File: config.mk
export PLATFORM = sky130hd
export DESIGN_NAME = i2c_slave_rx
export DESIGN_NICKNAME = d
export VERILOG_FILES = /design/src/rtl/i2c_slave_rx.sv
export SDC_FILE = /design/constraint.sdc
export NUM_CORES = 1
export LEC_CHECK = 0
export ABC_AREA = 1
export CORE_ASPECT_RATIO = 0.6
export CORE_MARGIN = 1
export CORE_UTILIZATION = 59
export DETAILED_ROUTE_END_ITERATION = 10
export PLACE_DENSITY_LB_ADDON = 0.05
export SYNTH_ARGS = -nofsm -noshare
export SYNTH_HDL_FRONTEND = slang
export SYNTH_SLANG_ARGS = --single-unit
File: constraint.sdc
create_clock -name clk -period 4.26 [get_ports clk]
set_clock_uncertainty 0.2 [all_clocks]
set_input_delay 1.065 -clock clk [delete_from_list [all_inputs] [get_ports clk]]
set_output_delay 1.065 -clock clk [all_outputs]
set_load 0.01 [all_outputs]
File: src/rtl/i2c_slave_rx.sv
// Write-only I2C target: oversamples SCL/SDA on clk and turns each received data
// byte into a one-cycle register-write strobe with an auto-incrementing pointer.
module i2c_slave_rx #(
  parameter logic [6:0] SLAVE_ADDR  = 7'h42,
  parameter int         SYNC_STAGES = 2
) (
  input  logic       clk,
  input  logic       rst_n,
  input  logic       scl_in,
  input  logic       sda_in,
  output logic       sda_oe,
  output logic       wr_en,
  output logic [7:0] wr_addr,
  output logic [7:0] wr_data,
  output logic       busy
);

  typedef enum logic [2:0] {
    IDLE, ADDR, ADDR_ACK, REG, REG_ACK, DATA, DATA_ACK, IGNORE
  } state_t;

  state_t state, state_n;

  logic [SYNC_STAGES-1:0] scl_sync, sda_sync;
  logic scl_s, sda_s, scl_d, sda_d;
  logic scl_rise, scl_fall, start_cond, stop_cond;

  logic [7:0] shreg, shreg_n;
  logic [2:0] bitcnt, bitcnt_n;
  logic       byte_done, byte_done_n;
  logic       sda_oe_n, wr_en_n, busy_n;
  logic [7:0] wr_addr_n, wr_data_n;
  logic [7:0] full_byte;

  // Synchronizers reset to the idle-bus level so reset release creates no edges.
  always_ff @(posedge clk or negedge rst_n) begin
    if (!rst_n) begin
      scl_sync <= '1;
      sda_sync <= '1;
      scl_d    <= 1'b1;
      sda_d    <= 1'b1;
    end else begin
      scl_sync <= {scl_sync[SYNC_STAGES-2:0], scl_in};
      sda_sync <= {sda_sync[SYNC_STAGES-2:0], sda_in};
      scl_d    <= scl_s;
      sda_d    <= sda_s;
    end
  end

  assign scl_s      = scl_sync[SYNC_STAGES-1];
  assign sda_s      = sda_sync[SYNC_STAGES-1];
  assign scl_rise   = scl_s & ~scl_d;
  assign scl_fall   = ~scl_s & scl_d;
  assign start_cond = scl_s & scl_d & ~sda_s & sda_d;
  assign stop_cond  = scl_s & scl_d & sda_s & ~sda_d;
  assign full_byte  = {shreg[6:0], sda_s};

  always_ff @(posedge clk or negedge rst_n) begin
    if (!rst_n) begin
      state     <= IDLE;
      shreg     <= 8'h00;
      bitcnt    <= 3'd0;
      byte_done <= 1'b0;
      sda_oe    <= 1'b0;
      wr_en     <= 1'b0;
      wr_addr   <= 8'h00;
      wr_data   <= 8'h00;
      busy      <= 1'b0;
    end else begin
      state     <= state_n;
      shreg     <= shreg_n;
      bitcnt    <= bitcnt_n;
      byte_done <= byte_done_n;
      sda_oe    <= sda_oe_n;
      wr_en     <= wr_en_n;
      wr_addr   <= wr_addr_n;
      wr_data   <= wr_data_n;
      busy      <= busy_n;
    end
  end

  // byte_done marks "8 bits in, waiting for the SCL fall that opens the ACK slot".
  always_comb begin
    state_n     = state;
    shreg_n     = shreg;
    bitcnt_n    = bitcnt;
    byte_done_n = byte_done;
    sda_oe_n    = sda_oe;
    wr_en_n     = 1'b0;
    wr_addr_n   = wr_addr;
    wr_data_n   = wr_data;
    busy_n      = busy;

    if (stop_cond) begin
      state_n     = IDLE;
      bitcnt_n    = 3'd0;
      byte_done_n = 1'b0;
      sda_oe_n    = 1'b0;
      busy_n      = 1'b0;
    end else if (start_cond) begin
      state_n     = ADDR;
      bitcnt_n    = 3'd0;
      byte_done_n = 1'b0;
      sda_oe_n    = 1'b0;
      busy_n      = 1'b1;
    end else begin
      case (state)
        ADDR, REG, DATA: begin
          if (scl_rise && !byte_done) begin
            shreg_n  = full_byte;
            bitcnt_n = bitcnt + 3'd1;
            if (bitcnt == 3'd7) begin
              byte_done_n = 1'b1;
              if (state == ADDR) begin
                if (full_byte[7:1] != SLAVE_ADDR || full_byte[0]) begin
                  byte_done_n = 1'b0;
                  state_n     = IGNORE;
                end
              end else if (state == REG) begin
                wr_addr_n = full_byte;
              end else begin
                wr_data_n = full_byte;
                wr_en_n   = 1'b1;
              end
            end
          end else if (scl_fall && byte_done) begin
            byte_done_n = 1'b0;
            sda_oe_n    = 1'b1;
            case (state)
              ADDR:    state_n = ADDR_ACK;
              REG:     state_n = REG_ACK;
              default: state_n = DATA_ACK;
            endcase
          end
        end
        ADDR_ACK, REG_ACK, DATA_ACK: begin
          if (scl_fall) begin
            sda_oe_n = 1'b0;
            bitcnt_n = 3'd0;
            case (state)
              ADDR_ACK: state_n = REG;
              REG_ACK:  state_n = DATA;
              default: begin
                state_n   = DATA;
                wr_addr_n = wr_addr + 8'd1;
              end
            endcase
          end
        end
        IGNORE:  sda_oe_n = 1'b0;
        default: ;
      endcase
    end
  end

endmodule
Figure 1. Sequential cells coloured by netlist name.
Other sequential cells in the stronger grey, the rest of the logic in the fainter grey.
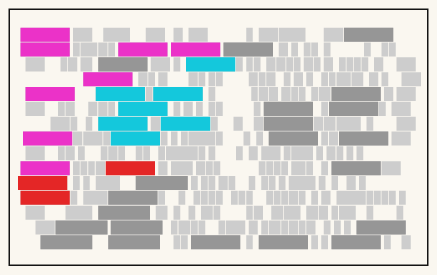
legend:
  `shreg`:
    colour: cyan
    flops: 7
  `bitcnt`:
    colour: red
    flops: 3
  `wr_data`:
    colour: magenta
    flops: 8
not coloured: 21
register fraction of the total cell area: 43.0%
Flop area: 983 um2
Seq group: 0.000546 W
Finished Core Util: 75.6%

Figure 2. Congestion heat map.
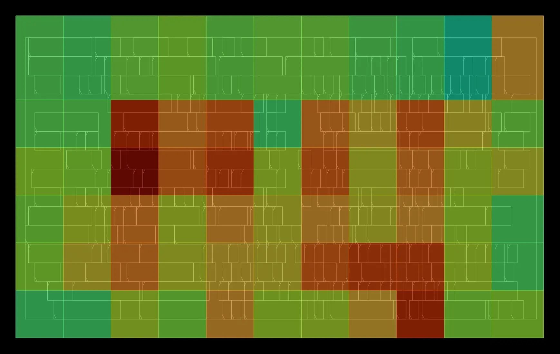
WL/cell: 12.4 um
routing usage on met2: 36.4%
Tot GR Track Use: 25.2%

==> flow_summary.toml <==
# implementation run metrics
[layout]
finalInstanceArea_um2 = 2280
clock_area_share_pct = 3.78
nonClkBufAreaFrac_pct = 9.42
area_growth_pct = 16.3
n_fill_cell = 249

[worst_setup_path]
reg2reg_slack_ns = 2.28
critical_path_depth = 1
crit_type = "reg -> out"

[logic_synthesis]
ys_ff = 39
most_common_cell = "nand2_1"
simple_gate_share_pct = 31.5
edf_count = 0

[route]
vias_per_cell = 5.28
drc = 0

[die]
die_w_um = 76.5
die_y_um = 46.7

[sta]
fmax_mhz = 385
hold_violations = 0
fin_crit_sh_pct = 61.0

[clock_network]
clock-sinks = 39
cts.clk_slew.worst_paths_ns = 0.07

[power]
power_leader = "combinational logic"
power_frac_clock_pct = 17.6
p_int_w = 0.000782

[global_route]
grt_max_degree = 40

[placed_design]
dpl.cell_count = 310

[status]
status = "completed"
Power figures rest on the tool's default switching activity, not on a simulated workload.
